### src/rtl/switch_debouncer.sv
// Two-channel 2-FF synchroniser plus debouncer with registered level and
// one-cycle rise/fall pulses. The channels are identical and share no logic.
module switch_debouncer #(
  parameter int unsigned STABLE_CYCLES = 1_000_000,
  parameter int unsigned CNT_W         = $clog2(STABLE_CYCLES + 1)
) (
  input  logic       clk,
  input  logic       rst,
  input  logic [1:0] raw_in,
  output logic [1:0] db_out,
  output logic [1:0] rise_pulse,
  output logic [1:0] fall_pulse
);

  localparam int unsigned NCH = 2;
  localparam logic [CNT_W-1:0] CNT_ONE  = CNT_W'(1);
  localparam logic [CNT_W-1:0] CNT_LAST = CNT_W'(STABLE_CYCLES - 1);

  typedef enum logic [1:0] {
    ST_LOW,
    ST_TO_HIGH,
    ST_HIGH,
    ST_TO_LOW
  } state_t;

  logic [1:0]       s1;
  logic [1:0]       s2;
  state_t           state_q [NCH];
  state_t           state_d [NCH];
  logic [CNT_W-1:0] cnt_q   [NCH];
  logic [CNT_W-1:0] cnt_d   [NCH];
  logic [1:0]       db_d;
  logic [1:0]       rise_d;
  logic [1:0]       fall_d;

  // Two-flop synchroniser for the asynchronous switch levels.
  always_ff @(posedge clk) begin
    if (rst) begin
      s1 <= '0;
      s2 <= '0;
    end else begin
      s1 <= raw_in;
      s2 <= s1;
    end
  end

  // Per-channel qualification: a new level must be seen on STABLE_CYCLES
  // consecutive synchronised samples before it is committed.
  always_comb begin
    db_d   = db_out;
    rise_d = '0;
    fall_d = '0;
    for (int unsigned ch = 0; ch < NCH; ch++) begin
      state_d[ch] = state_q[ch];
      cnt_d[ch]   = cnt_q[ch];
      case (state_q[ch])
        ST_LOW: begin
          if (s2[ch]) begin
            state_d[ch] = ST_TO_HIGH;
            cnt_d[ch]   = CNT_ONE;
          end else begin
            cnt_d[ch]   = '0;
          end
        end
        ST_TO_HIGH: begin
          if (!s2[ch]) begin
            state_d[ch] = ST_LOW;
            cnt_d[ch]   = '0;
          end else if (cnt_q[ch] == CNT_LAST) begin
            state_d[ch] = ST_HIGH;
            cnt_d[ch]   = '0;
            db_d[ch]    = 1'b1;
            rise_d[ch]  = 1'b1;
          end else begin
            cnt_d[ch]   = cnt_q[ch] + CNT_ONE;
          end
        end
        ST_HIGH: begin
          if (!s2[ch]) begin
            state_d[ch] = ST_TO_LOW;
            cnt_d[ch]   = CNT_ONE;
          end else begin
            cnt_d[ch]   = '0;
          end
        end
        ST_TO_LOW: begin
          if (s2[ch]) begin
            state_d[ch] = ST_HIGH;
            cnt_d[ch]   = '0;
          end else if (cnt_q[ch] == CNT_LAST) begin
            state_d[ch] = ST_LOW;
            cnt_d[ch]   = '0;
            db_d[ch]    = 1'b0;
            fall_d[ch]  = 1'b1;
          end else begin
            cnt_d[ch]   = cnt_q[ch] + CNT_ONE;
          end
        end
        default: begin
          state_d[ch] = ST_LOW;
          cnt_d[ch]   = '0;
        end
      endcase
    end
  end

  // State, counter and registered outputs; reset forces LOW without pulses.
  always_ff @(posedge clk) begin
    if (rst) begin
      for (int unsigned ch = 0; ch < NCH; ch++) begin
        state_q[ch] <= ST_LOW;
        cnt_q[ch]   <= '0;
      end
      db_out     <= '0;
      rise_pulse <= '0;
      fall_pulse <= '0;
    end else begin
      for (int unsigned ch = 0; ch < NCH; ch++) begin
        state_q[ch] <= state_d[ch];
        cnt_q[ch]   <= cnt_d[ch];
      end
      db_out     <= db_d;
      rise_pulse <= rise_d;
      fall_pulse <= fall_d;
    end
  end

endmodule

### config.mk
export PLATFORM = sky130hd
export DESIGN_NAME = switch_debouncer
export DESIGN_NICKNAME = d
export VERILOG_FILES = /design/src/rtl/switch_debouncer.sv
export SDC_FILE = /design/constraint.sdc
export NUM_CORES = 1
export LEC_CHECK = 0
export CAP_MARGIN = 10
export CELL_PAD_IN_SITES_DETAIL_PLACEMENT = 1
export CELL_PAD_IN_SITES_GLOBAL_PLACEMENT = 2
export CORE_MARGIN = 1
export CORE_UTILIZATION = 40
export CTS_CLUSTER_DIAMETER = 150
export DETAILED_ROUTE_END_ITERATION = 10
export HOLD_SLACK_MARGIN = 0.15
export PLACE_DENSITY_LB_ADDON = 0.1
export SYNTH_ARGS = -nofsm -noshare
export SYNTH_HDL_FRONTEND = slang
export SYNTH_SLANG_ARGS = --single-unit
### constraint.sdc
create_clock -name clk -period 3.6 [get_ports clk]
set_input_delay 0.72 -clock clk [delete_from_list [all_inputs] [get_ports clk]]
set_output_delay 0.72 -clock clk [all_outputs]
set_load 0.01 [all_outputs]
### Sizing map

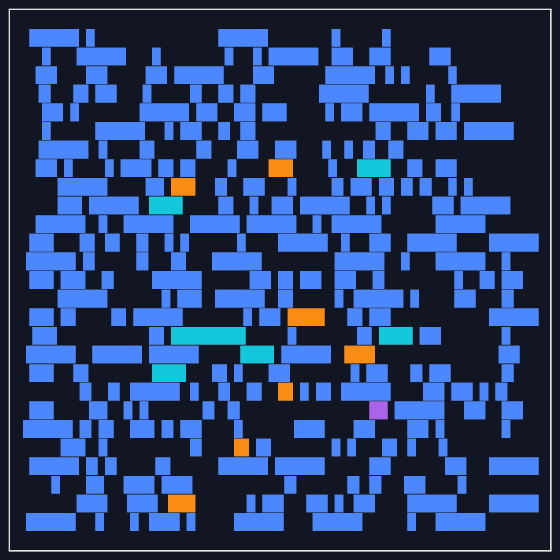
| color | size | cells |
|---|---|---|
| cyan | drive 6 and up | 6 |
| orange | drive 2 | 7 |
| blue | drive 1 or less | 256 |
| purple | drive 3 to 4 | 1 |

### Clock distribution

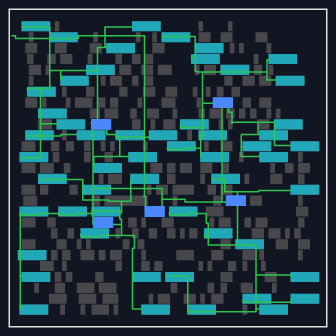
[cyan] flip-flops | count: 54
[blue] cells driving clock nets | count: 5
[green] clock wires | length: 728 um
flops lie: widely spread

==> run summary <==
impl run done, here's what came out: CTS tree=done, n_diodes=0, Flop area=0.001081 mm2, Fill cells=673, status=completed, FF-to-FF path depth=6, M1 wire length=2469 um, mapped cell area=0.002364 mm2, number of global-route vias before repair=1687, Layout Skew=0.005188 ns, Seq/Total Area, Yosys=0.4574, I/O Pins=10, cell taking the most area after synthesis=dfxtp_1, Flops after synth=54, Detailed Route Iter0 Violations=41, post-CTS sizing=0, total clock sinks=54, share of layout cells above drive strength 1=0.05185, worst setup path end=state_q[0][2], Detailed Routing Iterations Pass 1=4, CP Launch Type=register, Skew-Pair Late Insertion Delay=0.31 ns, yosys warns=0, area of the core=0.005608 mm2, clock share of power=0.385, Post-Layout Cell Count=342, num rows=27, max-slew violations=0, Setup WS pre-CTS=1.091 ns, R2R Setup Slk=1.47 ns, Reg2Reg Launch Point=cnt_q[0][20], Post-synth EDFFs=0, GR Util met2=0.2470, comb area leader=simple AND/OR/NAND/NOR gates, max cap viols=0, Top power group=sequential cells, Peak VDD IR=0.2461 mV, WP buf/inv=0, CTS Buffer Depth=2, Top-area cell share=0.4574, full die area=0.006220 mm2, multiplexer share of the synthesized area=0.01323, routability cong.=0.7304, Levels on crit path=6, max FFs per register=40, Nets=280, total power=1.066 mW, clk root buf=clkbuf_8, Final non-clock buffer share=0.03438, Comb pwr share=0.041, tool warning count=30, final setup fails=0, initial antenna violation count=0, Post-synth top cells=dfxtp_1, nor2_1, xor2_1, Routed WL per cell=13.31 um, sw frac=0.2184, antenna-violating nets left=0, Top cells excl fill/tap=dfxtp_1, nor2_1, xor2_1, worst-margin pin slew=0.5244 ns, critical path type=reg2reg, P&R area growth vs syn=10.85%, Comb gate area=0.001226 mm2, power per cell area=406.9 mW/mm2, slowest CP cell=o21ai_0, Routed WL=4551 um, Pint=833.2 uW, setup TNS=0 ns, combinational share of cell area=0.4680, Die X=78.87 um, Max Used Layer=met4, Sequential Power Share=0.574, Rel. slew slack=0.6493, Synth Flop Type=dfxtp_1
### Routing congestion

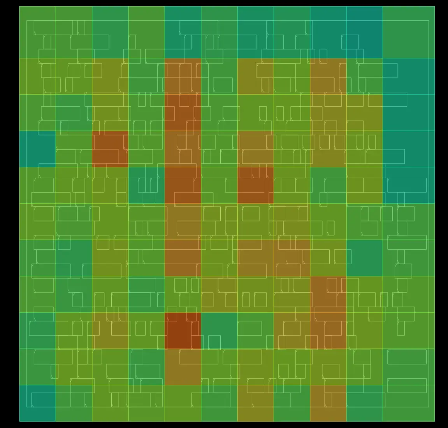
layer carrying the most global-route usage: met2
Final Util: 0.4672
met3 Use GR: 0.03218
GRT Total Usage: 0.1625
met1 Usage GRT: 0.2206

### Gate-type map

Scale bar: 20 um.
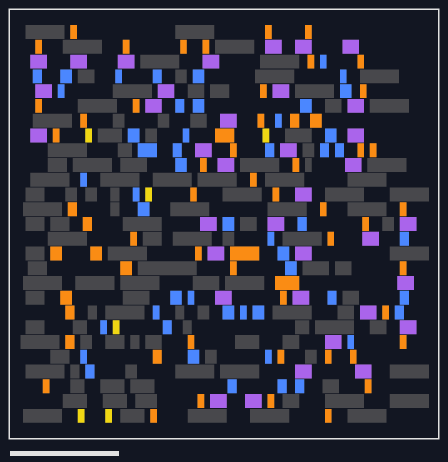
| color | family | cells | most used |
|---|---|---|---|
| blue | NAND gates | 50 | nand3_1 |
| purple | XOR/XNOR gates | 36 | xor2_1 |
| yellow | inverters | 6 | inv_1 |
| orange | NOR gates | 59 | nor2_1 |

Power figures rest on the tool's default switching activity, not on a simulated workload.
